**M3 wires**

The bar under the picture is 100 microns long.
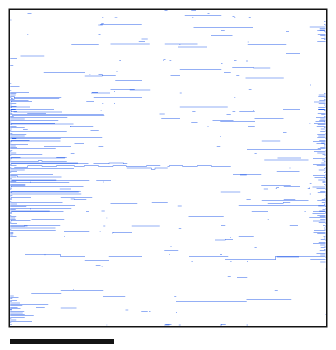
**Close-up of the layout**

Region (132, 71) to (172, 111) microns. Cells in grey, sequential cells in the stronger grey; small squares are vias.
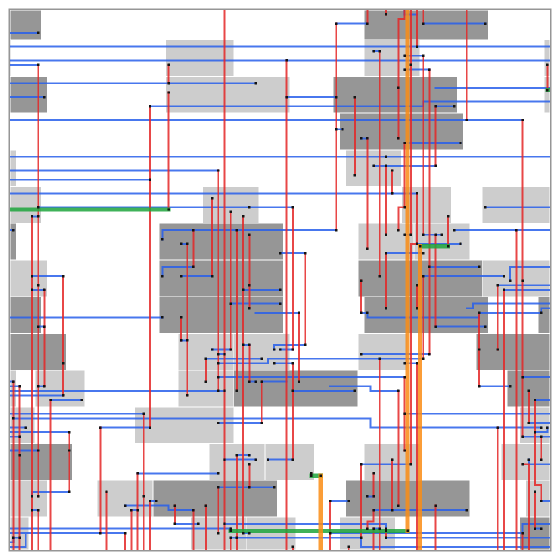
## config.mk

```make
export PLATFORM = sky130hd
export DESIGN_NAME = fp_cfg_sequencer
export DESIGN_NICKNAME = d
export VERILOG_FILES = /design/src/rtl/fp_cfg_sequencer.sv
export SDC_FILE = /design/constraint.sdc
export NUM_CORES = 1
export LEC_CHECK = 0
export CAP_MARGIN = 40
export CORE_MARGIN = 1.5
export CORE_UTILIZATION = 43
export DETAILED_ROUTE_END_ITERATION = 10
export PLACE_DENSITY_LB_ADDON = 0.12
export SYNTH_ARGS = -nofsm -noshare
export SYNTH_HDL_FRONTEND = slang
export SYNTH_SLANG_ARGS = --single-unit
```

## constraint.sdc

```tcl
create_clock -name clk -period 4.7 [get_ports clk]
set_clock_uncertainty 0.1 [all_clocks]
set_input_delay 0.94 -clock clk [delete_from_list [all_inputs] [get_ports clk]]
set_output_delay 0.94 -clock clk [all_outputs]
set_load 0.01 [all_outputs]
```

## src/rtl/fp_cfg_sequencer.sv

```systemverilog
// Double-banked per-stage configuration for the filter pipeline; shadow swaps into active once in-flight data drains.
// Latency: commit_ack 3 cycles after commit_req with an empty pipe, up to PIPE_LAT+3 with beats in flight.
// Backpressure: cfg_ready and in_ready both drop for the whole DRAIN/SWAP window.
module fp_cfg_sequencer #(
    parameter int STAGES   = 8,
    parameter int CFG_W    = 64,
    parameter int PIPE_LAT = 8,
    parameter int SEL_W    = 3
) (
    input  logic                    clk,
    input  logic                    rst,
    input  logic                    cfg_valid,
    output logic                    cfg_ready,
    input  logic [SEL_W-1:0]        cfg_stage,
    input  logic [CFG_W-1:0]        cfg_data,
    input  logic                    commit_req,
    output logic                    commit_ack,
    input  logic                    in_valid,
    output logic                    in_ready,
    output logic [STAGES*CFG_W-1:0] active_cfg,
    output logic [STAGES-1:0]       dirty,
    output logic                    busy,
    output logic                    cfg_err
);

    typedef enum logic [1:0] {
        IDLE  = 2'd0,
        DRAIN = 2'd1,
        SWAP  = 2'd2
    } state_t;

    state_t              state;
    state_t              state_nxt;
    logic [PIPE_LAT-1:0] inflight;
    logic                drained;
    logic                in_acc;
    logic                cfg_acc;
    logic                stage_ok;
    logic                commit_start;
    logic                req_block;
    logic [CFG_W-1:0]    shadow [STAGES];

    assign in_acc       = in_valid && in_ready;
    assign cfg_acc      = cfg_valid && cfg_ready;
    assign drained      = (inflight == '0);
    assign stage_ok     = (32'(cfg_stage) < 32'(STAGES));
    // commit_req is a level; it must fall once after an ack before it can start another commit
    assign commit_start = commit_req && !req_block;

    always_ff @(posedge clk or negedge rst) begin
        if (!rst) begin
            state <= IDLE;
        end else begin
            state <= state_nxt;
        end
    end

    always_comb begin
        state_nxt = state;
        case (state)
            IDLE:    if (commit_start) state_nxt = DRAIN;
            DRAIN:   if (drained)      state_nxt = SWAP;
            SWAP:                      state_nxt = IDLE;
            default:                   state_nxt = IDLE;
        endcase
    end

    always_comb begin
        cfg_ready = 1'b0;
        in_ready  = 1'b0;
        busy      = 1'b1;
        if (state == IDLE) begin
            cfg_ready = 1'b1;
            in_ready  = 1'b1;
            busy      = 1'b0;
        end
    end

    // One bit per pipeline slot; a beat accepted this cycle retires PIPE_LAT cycles later
    always_ff @(posedge clk or negedge rst) begin
        if (!rst) begin
            inflight <= '0;
        end else begin
            inflight <= (inflight << 1) | PIPE_LAT'(in_acc);
        end
    end

    always_ff @(posedge clk or negedge rst) begin
        if (!rst) begin
            for (int s = 0; s < STAGES; s++) begin
                shadow[s] <= '0;
            end
            dirty <= '0;
        end else if (state == SWAP) begin
            dirty <= '0;
        end else if (cfg_acc && stage_ok) begin
            for (int s = 0; s < STAGES; s++) begin
                if (cfg_stage == SEL_W'(s)) begin
                    shadow[s] <= cfg_data;
                    dirty[s]  <= 1'b1;
                end
            end
        end
    end

    always_ff @(posedge clk or negedge rst) begin
        if (!rst) begin
            active_cfg <= '0;
        end else if (state == SWAP) begin
            for (int s = 0; s < STAGES; s++) begin
                if (dirty[s]) begin
                    active_cfg[s*CFG_W +: CFG_W] <= shadow[s];
                end
            end
        end
    end

    always_ff @(posedge clk or negedge rst) begin
        if (!rst) begin
            commit_ack <= 1'b0;
            req_block  <= 1'b0;
            cfg_err    <= 1'b0;
        end else begin
            commit_ack <= (state == SWAP);
            if (state == SWAP) begin
                req_block <= 1'b1;
            end else if (!commit_req) begin
                req_block <= 1'b0;
            end
            if (cfg_acc && !stage_ok) begin
                cfg_err <= 1'b1;
            end
        end
    end

endmodule

```

==> job_summary.md <==
## PnR job results

| Metric | Value |
|---|---|
| I/O Buffers | `595` |
| Maximum VDD drop | `around 0.35 mV` |
| # clk buffers | `between 150 and 200` |
| Post-synthesis cell area | `0.03889 sq mm` |
| #FFs+latches synth | `approximately 1,000` |
| Final ANT Viol Nets | `0` |
| Vias in the first global route | `23,230` |
| Setup bufs post-CTS | `0` |
| Worst Max-Slew Pin Slew | `about 1000 ps` |
| GRT overflow | `0` |
| Final GP Congestion | `roughly 0.79` |
| Basic Gates by Area | `0.4762%` |
| Mean Syn Cell Area | `~18 sq um` |
| DRT Pass-1 Iters | `4` |
| Post-synth seq share | `between 60% and 70%` |
| Leak | `roughly 23 nW` |
| Crit-path max FO | `7` |
| Largest cells by area | `dfrtp_1 67%, mux2_2 27%, mux2_4 3.8%, buf_2 1.1%, buf_6 0.35%` |
| Final Power | `about 32 mW` |
| Initial DRC count | `approximately 980` |
| Overall die width | `just over 300 microns` |
| Chip area | `0.09225 sq mm` |
| Number of max-cap violations | `0` |
| Invs w/o clock | `3` |
| First-pass GRT wire length | `approximately 160,000 microns` |
| Die Ht | `~300 microns` |
| Yosys warning total | `0` |
| Cts-stage hold buffer count | `0` |
| Area Growth Syn to Fin | `28.83%` |
| Initial antenna violation count | `7` |
| Cell Type Count | `27` |
| Fin crit share | `68.06%` |
| Setup crit start kind | `register` |
| Worst Setup SP | `state[0]` |
| Final clock-cell share | `approximately 7.0%` |
| Slew headroom | `between 30% and 40%` |
| Via-to-Cell Ratio | `between 5 and 6` |
| Sink Count | `1,044` |
| DRC Markers | `0` |
| Critical Path Max Stage Delay | `around 630 ps` |
| NonClk Buf Share | `13.40%` |
| TAP cells | `~1,200` |
| Dominant kind of cell by area | `sequential cells` |
| Number of H-tree levels | `3` |
| Top cells excl fill/tap | `1,044 x dfrtp_1, 926 x mux2_2, 594 x clkdlybuf4s50_1, 110 x clkbuf_16, 98 x mux2_4` |
| NumNets Final | `slightly below 3,000` |
| Status | `completed` |
| I/O Pins | `roughly 600` |
| Yosys cell count | `2,220` |
| Top cell excl fill/tap | `dfrtp_1` |
| Cells after synthesis | `between 2,000 and 2,500` |
| RSZ-0062 raised after global routing | `false` |
| Flop2flop setup slack | `~1900 ps` |
| Floorplan row count | `~110` |
| Pins Over Slew Limit | `0` |
| Worst R2R Start | `state[0]` |
| PwrDens | `between 600 and 700 mW/mm^2` |
| Setup tns final | `0 ps` |
| DR WL/cell | `25.47 microns` |
| Initial Util | `a little over two fifths` |
| Crit end category | `output pin` |
| Worst hold path type | `input pin to asynchronous set/reset pin` |
| Setup crit end | `cfg_ready` |
| Comb/total area | `roughly 24%` |
| Mux frac, synth | `a little over 30%` |
| Root buffer cell | `clkbuf_16` |
| Setup-failing EPs final | `0` |
| Multi-input gates | `~1,100` |
| Setup slack after layout | `between 1500 and 2000 ps` |
| HPWL after detailed placement | `slightly above 70,000 microns` |
| Top cell type's share of synthesized area | `around two thirds` |
| Latency at later pin | `about 670 ps` |
| Compound Share, Synth | `less than 1%` |
| Critical Path RT | `between 3000 and 4000 ps` |
| RR Endpoint | `active_cfg[325]` |
| Register share of the cell area | `about 52%` |
| CP Cell Sequence | `nor2_1 > clkdlybuf4s50_1` |
| GR Util All Layers | `23.07%` |
| Non-Clock Buffer Count | `about 660` |
| Final Hold Vio Count | `0` |
| Worst r2r path cells | `6` |
| Post-Place Worst Slack | `roughly 900 ps` |
| Layout cells sized above 1 | `between 40% and 50%` |
Back to the opening pictures, 'M3 wires':
wire length on this layer: 6,100 microns
nets with wire on the layer: 331
longest straight run: 89.5 microns
share of all routed wire: 5.8%
main direction: horizontal
Routed WL: 105,600 microns
routed vias: 21,350
met3 Use GR: 5.573%

Back to the opening pictures, 'close-up of the layout':
| colour | layer |
|---|---|
| green | metal 3 |
| blue | metal 1 |
| orange | metal 4 |
| red | metal 2 |
most frequent: mux2_2 (15), dfrtp_1 (13), clkdlybuf4s50_1 (6)
sequential cells in the window: 13
cells with their middle in the window: 41
netlist names of flops here include: shadow (8), active_cfg (5)

==> worst max-delay path: cells and delay by family (launching register included) <==
kind	cells	cell delay, ps
buf+inv	1	630
flops	1	450
simple gates	1	410
==> power breakdown <==
| part | internal, mW | switching (mW) | total (mW) |
|---|---|---|---|
| Clock | 4.93 | 3.51 | 8.43 |
| Combinational | 5.47 | 3.23 | 8.69 |
| Sequential | 12.6 | 1.97 | 14.6 |
==> registers in the layout, indices dropped and copies added, names as in the netlist <==
signal and count:
shadow 512, inflight 8, req_block 1, dirty 8
state 2, commit_ack 1, active_cfg 512
==> cells in the mapped netlist <==
library cell,instances
inv_2,1
nor3_1,2
or4b_4,2
nand3_1,1
or3b_2,1
nand3b_1,1
nor4b_1,1
or4_1,2
or3_4,1
conb_1,1
or3b_4,1
mux2_2,926
dfrtp_1,1044
inv_1,2
buf_6,12
a21oi_1,2
buf_2,82
nand2b_1,1
o21ai_0,1
buf_1,4
clkbuf_1,7
nand2_1,13
a21o_1,6
buf_4,2
nor2_1,5
and2_1,1
mux2_4,98
==> through the flow <==
| stage | cell area, sq um | hold slack, ps | std cells | util [%] |
|---|---|---|---|---|
| after floorplan | 38890 | 245.6 | 2220 | - |
| after global placement | 46440 | 254.1 | 3940 | 51.67 |
| after detailed placement | 46570 | 253.9 | 3945 | 51.81 |
| after CTS | 50090 | 250.4 | 4144 | 55.74 |
| after global routing | 50100 | 239.4 | 4146 | 55.74 |
| final | 50100 | 199.3 | 4146 | 55.74 |
==> layer usage <==
layer,wire length (microns),global-route usage [%],vias up
met5,27,0,-
met4,2926,7.503,4
met3,6101,5.573,142
met2,52390,38.80,539
met1,44170,29.34,11480
li1,-,-,9185
Power figures rest on the tool's default switching activity, not on a simulated workload.
